Figure 1. Sequential cells coloured by netlist name.
Bar = 20 um. Other cells in grey.
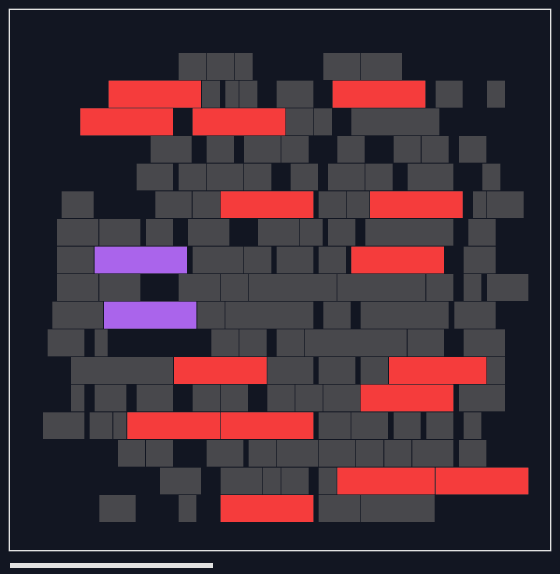
Figure 2. Clock nets.
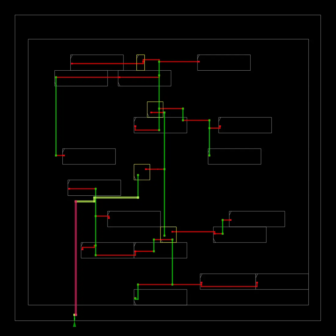
Figure 3. Routed metal, one colour a layer.
Two of the layers only.
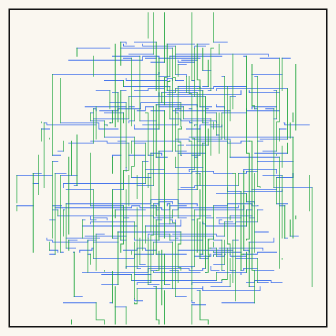
Figure 4. Nets reached from selected ports.
Bar = 20 um.
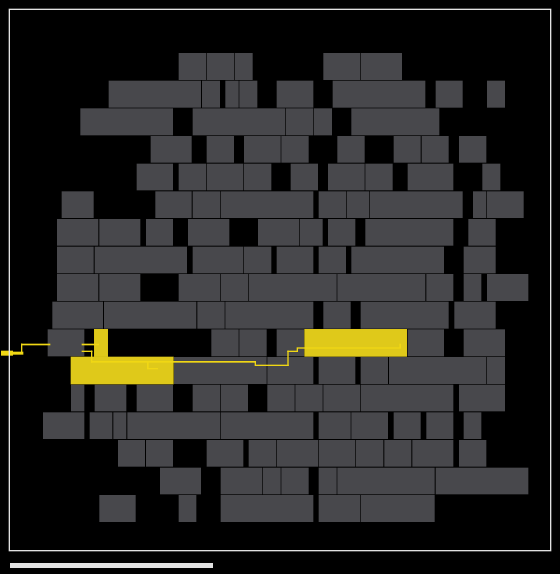
===== src/rtl/crc_pkg.sv =====
// crc_pkg: shared types, CAN CRC-15 constants and the single-bit CRC update used by
// crc_step / crc_engine.
//   crc_state_t   : engine FSM state (StIdle, StRun, StDone)
//   crc_next_bit  : one Galois MSB-first LFSR step for a register of up to 32 bits
package crc_pkg;

    typedef enum logic [1:0] {
        StIdle = 2'd0,
        StRun  = 2'd1,
        StDone = 2'd2
    } crc_state_t;

    // CAN: x^15 + x^14 + x^10 + x^8 + x^7 + x^4 + x^3 + 1, x^15 implicit
    localparam logic [14:0] CAN_CRC15_POLY = 15'h4599;
    localparam logic [14:0] CAN_CRC15_INIT = 15'h0000;

    // One bit of Galois MSB-first update. Register and polynomial are carried
    // right-aligned in 32 bits; bits at and above 'width' are cleared on return.
    function automatic logic [31:0] crc_next_bit(
        input logic [31:0] crc_reg,
        input logic        d,
        input logic [31:0] poly,
        input int unsigned width
    );
        logic        fb;
        logic [31:0] nxt;
        logic [31:0] mask;
        fb   = crc_reg[5'(width - 1)] ^ d;
        nxt  = {crc_reg[30:0], 1'b0} ^ (fb ? poly : 32'd0);
        mask = (width >= 32) ? 32'hFFFF_FFFF : ((32'd1 << width) - 32'd1);
        return nxt & mask;
    endfunction

endpackage


===== src/rtl/crc_step.sv =====
// crc_step: purely combinational BITS-deep unroll of crc_next_bit.
//   crc_in  [WIDTH] : current CRC register
//   data    [BITS]  : beat, data[BITS-1] is consumed first
//   crc_out [WIDTH] : register after all BITS bits have been shifted in
module crc_step import crc_pkg::*; #(
    parameter int unsigned       WIDTH = 15,
    parameter logic [WIDTH-1:0]  POLY  = WIDTH'(CAN_CRC15_POLY),
    parameter int unsigned       BITS  = 1
) (
    input  logic [WIDTH-1:0] crc_in,
    input  logic [BITS-1:0]  data,
    output logic [WIDTH-1:0] crc_out
);

    logic [WIDTH-1:0] acc;
    logic [BITS-1:0]  sh;

    always_comb begin
        acc = crc_in;
        sh  = data;
        for (int unsigned i = 0; i < BITS; i++) begin
            acc = WIDTH'(crc_next_bit(32'(acc), sh[BITS-1], 32'(POLY), WIDTH));
            // Left shift keeps the next bit to process at the MSB.
            sh  = sh << 1;
        end
        crc_out = acc;
    end

endmodule


===== src/rtl/crc_engine.sv =====
// crc_engine: handshaked CRC generator/checker, BITS bits per beat, MSB-first.
//   clk, rst (async, active-high)
//   start                       : begin a calculation (sampled in IDLE and DONE)
//   in_valid, in_data, in_last  : beat input; in_ready high only in RUN
//   busy                        : high in RUN and DONE
//   crc                         : register ^ XOR_OUT, held from DONE until next start
//   crc_valid                   : one-cycle strobe in DONE
//   crc_ok                      : with crc_valid, raw register is zero
// All outputs derive from registered state only; no input-to-output path.
module crc_engine import crc_pkg::*; #(
    parameter int unsigned      WIDTH   = 15,
    parameter logic [WIDTH-1:0] POLY    = WIDTH'(CAN_CRC15_POLY),
    parameter logic [WIDTH-1:0] INIT    = WIDTH'(CAN_CRC15_INIT),
    parameter logic [WIDTH-1:0] XOR_OUT = '0,
    parameter int unsigned      BITS    = 1
) (
    input  logic             clk,
    input  logic             rst,
    input  logic             start,
    input  logic             in_valid,
    input  logic [BITS-1:0]  in_data,
    input  logic             in_last,
    output logic             in_ready,
    output logic             busy,
    output logic [WIDTH-1:0] crc,
    output logic             crc_valid,
    output logic             crc_ok
);

    crc_state_t       state_q, state_d;
    logic [WIDTH-1:0] reg_q, reg_d;
    logic [WIDTH-1:0] step_out;

    crc_step #(
        .WIDTH (WIDTH),
        .POLY  (POLY),
        .BITS  (BITS)
    ) u_step (
        .crc_in  (reg_q),
        .data    (in_data),
        .crc_out (step_out)
    );

    always_comb begin
        state_d = state_q;
        reg_d   = reg_q;
        unique case (state_q)
            StIdle: begin
                if (start) begin
                    state_d = StRun;
                    reg_d   = INIT;
                end
            end
            StRun: begin
                // in_ready is implied by being in RUN; start is ignored here.
                if (in_valid) begin
                    reg_d = step_out;
                    if (in_last) begin
                        state_d = StDone;
                    end
                end
            end
            StDone: begin
                if (start) begin
                    state_d = StRun;
                    reg_d   = INIT;
                end else begin
                    state_d = StIdle;
                end
            end
            default: begin
                state_d = StIdle;
                reg_d   = INIT;
            end
        endcase
    end

    always_ff @(posedge clk or posedge rst) begin
        if (rst) begin
            state_q <= StIdle;
            reg_q   <= INIT;
        end else begin
            state_q <= state_d;
            reg_q   <= reg_d;
        end
    end

    assign in_ready  = (state_q == StRun);
    assign busy      = (state_q != StIdle);
    assign crc_valid = (state_q == StDone);
    assign crc_ok    = (state_q == StDone) && (reg_q == '0);
    assign crc       = reg_q ^ XOR_OUT;

endmodule


===== config.mk =====
export PLATFORM = sky130hd
export DESIGN_NAME = crc_engine
export DESIGN_NICKNAME = d
export VERILOG_FILES = /design/src/rtl/crc_pkg.sv /design/src/rtl/crc_step.sv /design/src/rtl/crc_engine.sv
export SDC_FILE = /design/constraint.sdc
export NUM_CORES = 1
export LEC_CHECK = 0
export CORE_MARGIN = 2
export CORE_UTILIZATION = 44
export DETAILED_ROUTE_END_ITERATION = 7
export GPL_TIMING_DRIVEN = 1
export PLACE_DENSITY = 0.8
export SLEW_MARGIN = 20
export SYNTH_ARGS = -nofsm -noshare
export SYNTH_HDL_FRONTEND = slang
export SYNTH_HIERARCHICAL = 1
export SYNTH_SLANG_ARGS = --single-unit

===== constraint.sdc =====
create_clock -name clk -period 1.2 [get_ports clk]
set_input_delay 0.18 -clock clk [delete_from_list [all_inputs] [get_ports clk]]
set_output_delay 0.18 -clock clk [all_outputs]
set_load 0.01 [all_outputs]

==> reports/metrics.cfg <==
[critical_path]
end_kind = primary output
critical_path_arrival_ns = 1.50
cp_max_fo = 2
crit_chain = nor4_2 -> nand4_1 -> nor4_2 -> buf_2
startpoint_type = flop
critical_path_required_ns = 1.02
worstSetupPathType = reg2out
cpLargestDelayFamily = simple AND/OR/NAND/NOR gates
cp_common_cell = nor4_2
slowest_stage = dfrtp_1
max_stage_delay_ns = 0.42
path_buffers = 1

[cells_and_area]
layout_top_cells = buf_4 (24), buf_6 (17), and4b_1 (15), a21o_1 (15), dfrtp_1 (15)
layout-drive-gt1-share_pct = 52.24
utilization_pct = 70.37
lay_top_count = buf_4
syn2layout_area_growth_pct = 49.18
nets = 141
diodes = 0
flop_area_um2 = 427.9
largest_reg_flops = 15
mi_logic_area_um2 = 585.6
fill_cells = 165

[sta]
period_used_pct = 140.1
fin_setup_tns_ns = -3.565
period_minus_slack_ns = 1.682
clock_skew_ns = 0.002003
hold_ws_ns = 0.1973
finalHoldViolations = 0
setup_viol = 22
slew_headroom_pct = 81.45
finalMaxSlewViolations = 0
fin_ws_ns = -0.4817
fmax_mhz = 594.6
rsz0062_at_grt = yes
worst_slew_pin_slew_ns = 0.2773

[cts]
clkSinkCount = 17
ctsLongestPathBuffers = 2
ctsRootBufferMaster = clkbuf_4
cts_tree = done
htree_num_levels = 1
path_clk_slew_ns = 0.10

[route]
first_iter_violations = 27
antenna_left = 0
drc = 0
dr.pass1.iters = 4
viasPerCell = 5.506

[floorplan]
core.rowCount = 17
fp_util_pct = 47.17
core-area_mm2 = 0.002255
die_w_um = 53.17
dieHeight_um = 53.17
die_area_mm2 = 0.002827

[grt]
antenna_found_initial = 0
met3_usage_pct = 2.825
met2_usage_pct = 34.58
grt_overflow = 0
grt_pass1_vias = 900
grt_max_degree = 18
globalRouteMet1Util_pct = 28.21
grt.busiest_layer = met2
grt_pass1_wl_mm = 4.188

[power_and_ir_drop]
totalPowerFinal_w = 0.003259
powerDensity_mw_per_mm2 = 2054
peakVddDrop_mv = 1.095
p_leak_nw = 0.9384

[synthesis]
ys_warn_count = 6
syn_avg_cell_area_um2 = 12.51
syn_nets = 91
ys_seq_share_pct = 40.00
syn_inst = 85
yosys_cells = 85
yosys_area_mm2 = 0.001064
synth_area_mm2 = 0.001064
synth_flops = 17
synth_cell_types = 20

[min_path]
hold_class = in2async

[status]
failed_checks = setup timing
status = finished, violations left

[job]
tool_warnings = 29
maxCapViolations = 0

[placement]
hpwl_mm = 1.722
place_congestion = 0.8387

## Picture notes: Figure 1
Key: purple = state_q [placed flops 2]; red = crc [placed flops 15]

## Picture notes: Figure 2
cts bufs inserted: 3
Late-Pin Clk Latency: 0.29 ns
final sequential cell count: 17
Clock net power: 0.000316 W
Clock Buffer Count: 4

## Picture notes: Figure 3
Key: green = metal 2 [wire length 1420 um]; blue = metal 1 [wire length 1170 um]
WL final: 2.766 mm
routed via count: 892
Tot GR Track Use: 21.23%
DR WL/cell: 17.07 um

## Picture notes: Figure 4
Key: yellow = start [direction input, edge left, end cells 3, buffers 1, wire 42.1 um]
Port Buf Inserts: 24
I/O Pins: 25

-- worst reg2reg max path, delay by kind of cell (launching register included) --
family                 cells  cell delay [ns]
DFF                        1             0.43
and+or+nand+nor            1             0.12
AOI/OAI and AO/OA          2             0.35
buffers and inverters      3             0.38
-- synthesized netlist by cell type, drive strengths merged --
cell | count | area share (%)
dfrtp | 17 | 40
a21o | 15 | 11
and4b | 15 | 14
buf | 13 | 10
xor3 | 6 | 13
nor4 | 4 | 2.4
inv | 3 | 1.1
clkbuf | 2 | 0.71
nand2 | 2 | 0.71
nor2b | 2 | 1.4
and3 | 1 | 0.59
nand4 | 1 | 0.59
o21ai | 1 | 0.47
o2bb2ai | 1 | 2.6
or2 | 1 | 0.59
xor2 | 1 | 0.82
-- worst paths after layout --
path / startpoint / to / slack, ns / cells after the start
min in group clk: in_last / state_q[1]$_DFFE_PP0P_ / 0.50 / 2
max: crc[8]$_DFFE_PP0P_ / crc_ok / -0.48 / 4
min reg2reg: crc[12]$_DFFE_PP0P_ / crc[12]$_DFFE_PP0P_ / 0.62 / 2
min: rst / crc[8]$_DFFE_PP0P_ / 0.20 / 3
max reg2reg: state_q[0]$_DFFE_PP0P_ / crc[10]$_DFFE_PP0P_ / -0.17 / 6
max in group asynchronous: rst / crc[13]$_DFFE_PP0P_ / 0.79 / 3
-- report_power, final --
group | switching [W] | total, W | leakage (nW) | internal, W
clock network | 0.000187 | 0.000316 | 0.0150 | 0.000129
registers | 0.000130 | 0.000872 | 0.225 | 0.000742
logic | 0.000828 | 0.00207 | 0.698 | 0.00124
-- timing repair --
item,CTS,global route
gates resized,102,5
hold buffers,0,0
gates cloned,1,0
setup endpoints to repair,34,24
pin swaps,17,3
setup buffers,11,6
-- cell families (layout without fill, tap and decap cells) --
| logic type | count (synthesis) | count (layout) | share of synthesized area, % |
|---|---|---|---|
| simple gates | 26 | 26 | 20.35 |
| flops | 17 | 17 | 40.00 |
| buf+inv | 18 | 66 | 11.76 |
| xor+xnor | 7 | 7 | 14.24 |
| compound gates | 17 | 18 | 13.65 |
-- stage by stage --
stage                     std cells  area [um^2]  worst slack, ns
after floorplan                  85         1076         -0.09244
after global placement          146         1414          -0.6256
after detailed placement        146         1414          -0.6405
after CTS                       158         1530          -0.4846
after global routing            162         1587          -0.5368
final                           162         1587          -0.4817
-- final cells by class --
cell class,count,area share (%)
Tap cell,28,2.208
Multi-Input combinational cell,51,36.91
Clock buffer,4,1.656
Timing Repair Buffer,59,31.55
Inverter,3,0.7098
Sequential cell,17,26.97
-- layer usage --
| layer | vias up | part of all wire, % |
|---|---|---|
| met2 | 35 | 51 |
| li1 | 408 | - |
| met4 | 0 | 1.0 |
| met1 | 445 | 42 |
| met3 | 4 | 5.4 |
| met5 | - | 0 |
No activity file was given, so power comes from the tool's default toggle rates.
